clocks.png
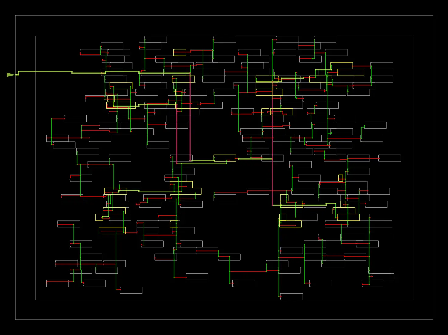
power_grid.png
Pins as bars on the die edge.
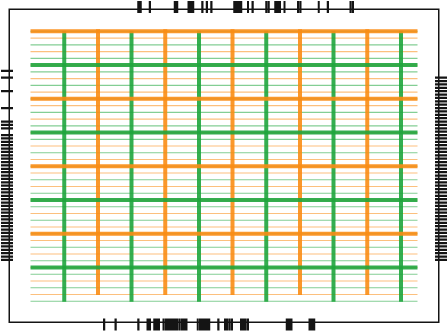
detail.png
Window x 18 to 68, y 69 to 119 um. Cells in grey, sequential cells in the stronger grey; small squares are vias.
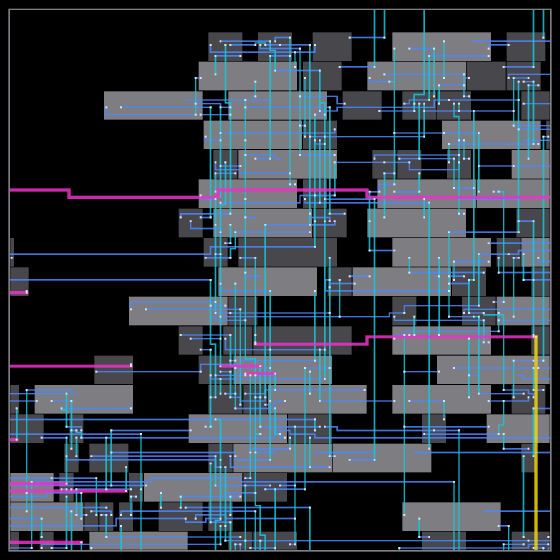
==> config.mk <==
export PLATFORM = sky130hd
export DESIGN_NAME = instr_fetch_ctrl
export DESIGN_NICKNAME = d
export VERILOG_FILES = /design/src/rtl/instr_fetch_ctrl.sv
export SDC_FILE = /design/constraint.sdc
export NUM_CORES = 1
export LEC_CHECK = 0
export CORE_ASPECT_RATIO = 0.7
export CORE_MARGIN = 8
export CORE_UTILIZATION = 40
export DETAILED_ROUTE_END_ITERATION = 16
export HOLD_SLACK_MARGIN = 0.05
export PLACE_DENSITY = 0.67
export SYNTH_ARGS = -nofsm -noshare
export SYNTH_HDL_FRONTEND = slang
export SYNTH_SLANG_ARGS = --single-unit
==> constraint.sdc <==
create_clock -name clk -period 2.59 [get_ports clk]
set_input_delay 0.259 -clock clk [delete_from_list [all_inputs] [get_ports clk]]
set_output_delay 0.259 -clock clk [all_outputs]
set_load 0.02 [all_outputs]
==> results.py <==
# Auto-generated metrics
metrics = {
    "run_status": {
        "outcome": "completed",
    },
    "routing": {
        "drc_errors": 0,
        "dr.pass1.iters": 5,
        "vias": 5626,
        "wl_um": 19900,
    },
    "logic_synthesis": {
        "synthArstFlopShare": 1.00,
        "ys_cells": 626,
        "aoi_share": 0.140,
        "synth.cell_area_mm2": 0.00686,
        "postSynthSeqShare": 0.599,
        "flop_cell": "dfrtp_1",
        "ys_sh_adder": 0.00912,
        "ys_seq_elements": 164,
    },
    "critical_path": {
        "reg2reg_depth": 9,
        "end_kind": "register",
        "cp_max_fo": 35,
        "path_cells": "inv_1 -> ha_1 -> nand2b_1 -> and3_1 -> buf_4 -> or2_2 -> buf_12 -> nor2_1 -> nor2_1",
        "rrSetupSlack_ns": 0.21,
        "critPathSlowestCell": "dfrtp_1",
        "start_kind": "register",
    },
    "floorplanning": {
        "boundaryPins": 169,
        "rows": 40,
        "chip_area_mm2": 0.0217,
    },
    "final_layout": {
        "layout_top_cells": "clkdlybuf4s50_1 (167), dfrtp_1 (164), nor2_1 (94), nand2_1 (54), o22ai_1 (39)",
        "fin_area_mm2": 0.00954,
        "utilization": 0.562,
        "syn_to_final_growth_pct": 39.1,
        "lay_top_count": "clkdlybuf4s50_1",
        "nNetsFinal": 877,
        "diodes": 0,
    },
    "placement": {
        "dp_hpwl_um": 13900,
        "placed_area_mm2": 0.00889,
    },
    "final_timing": {
        "setup_viol": 0,
        "fmax_mhz": 420,
        "finalCritPeriodShare": 0.920,
        "fin_crit_ns": 2.38,
        "finalHoldViolCount": 0,
    },
    "clocking": {
        "clkLatencyLatePin_ns": 0.42,
        "ctsRootBufferMaster": "clkbuf_16",
        "postCtsSetupBuffers": 0,
    },
    "global_route": {
        "first_global_vias": 5559,
        "grt_overflow": 0,
        "antenna_found_initial": 0,
    },
    "power_and_ir_drop": {
        "power.density_mw_per_mm2": 1240,
        "switchingPower_mw": 4.77,
        "p_int_mw": 7.06,
    },
}
About clocks.png:
clk sink count: 164
Clk. pwr: 2.61 mW

About power_grid.png:
colour	net
orange	VDD
green	VSS
rows	40
met1 rails	41
met4 straps	11
met5 straps	8
VDD IR-drop max: 0.690 mV
core box area: 0.0170 mm^2
Die H: 126 um

About detail.png:
colour	layer
cyan	metal 2
magenta	metal 3
yellow	metal 4
blue	metal 1
cells with their middle in the window	90
sequential cells in the window	32
most frequent	dfrtp_1 (32), nor2b_1 (13), a22o_1 (12)

cell type report:
| cell class | instances | share of cell area |
|---|---|---|
| repair buffers | 191 | 0.200 |
| well taps | 231 | 0.0303 |
| multi-input cells | 419 | 0.271 |
| flip-flops and latches | 164 | 0.430 |
| clock buffers | 18 | 0.0460 |
| clock inverters | 14 | 0.0185 |
| inverters | 10 | 0.00393 |
cells by family after synthesis:
logic type      count (synthesis)
simple gates                  230
flops                         164
compound gates                140
buf+inv                        43
mux                            39
xor+xnor                        5
fa+ha+maj                       5
cell usage after synthesis (2+ instances only):
cell,instances,area (um^2)
a211oi_1,2,15.0
a21oi_1,11,55.1
a22o_1,27,236
a22oi_1,12,90.1
a32oi_1,4,35.0
and2_1,4,25.0
and3_1,4,25.0
buf_2,5,25.0
buf_6,4,45.0
clkbuf_1,23,86.3
dfrtp_1,164,4100
ha_1,5,62.6
inv_1,10,37.5
mux2_1,34,383
mux2_2,4,45.0
nand2_1,54,203
nand2b_1,3,18.8
nand3_1,10,50.1
nand4_1,8,50.1
nor2_1,95,357
nor2b_1,28,175
nor3_1,6,30.0
nor4_1,14,87.6
o21ai_0,29,145
o22ai_1,39,244
o31ai_1,6,45.0
or2_2,2,12.5
xnor2_1,4,35.0
repair_timing:
action | in CTS | in global routing
hold buffers | 1 | 0
setup endpoints to repair | 0 | 69
endpoints found under the hold margin | 65 | 0
gates resized | 0 | 4
power by group through the flow:
stage                     combinational [mW]  sequential (mW)  clock (mW)
after floorplan                         2.19             4.57           0
after global placement                  4.99             4.01           0
after detailed placement                5.12             4.06           0
after CTS                               5.15             4.02        2.66
after global routing                    5.60             4.14        2.77
final                                   5.19             4.03        2.61
worst max-delay path, delay by kind of cell (launching register included):
kind                     cells  cell delay [ns]
adder cells (fa/ha/maj)      1             0.24
buffers and inverters        3             0.55
flip-flops                   1             0.40
AND/OR/NAND/NOR              5             1.08
layer usage:
metal	global-route usage	vias to the layer above	share of wire
met4	0.0374	0	0.0056
met1	0.278	2788	0.49
met3	0.0525	8	0.091
met2	0.255	234	0.42
li1	-	2596	-
met5	0	-	0
metrics by stage:
step	worst slack, ns	power (mW)
2_1_floorplan	0.246	6.76
5_1_grt	0.00689	12.5
6_report	0.206	11.8
3_5_place_dp	0.0637	9.18
4_1_cts	0.00777	11.8
3_3_place_gp	0.203	9.00
Power is estimated from default activity; no workload was simulated.
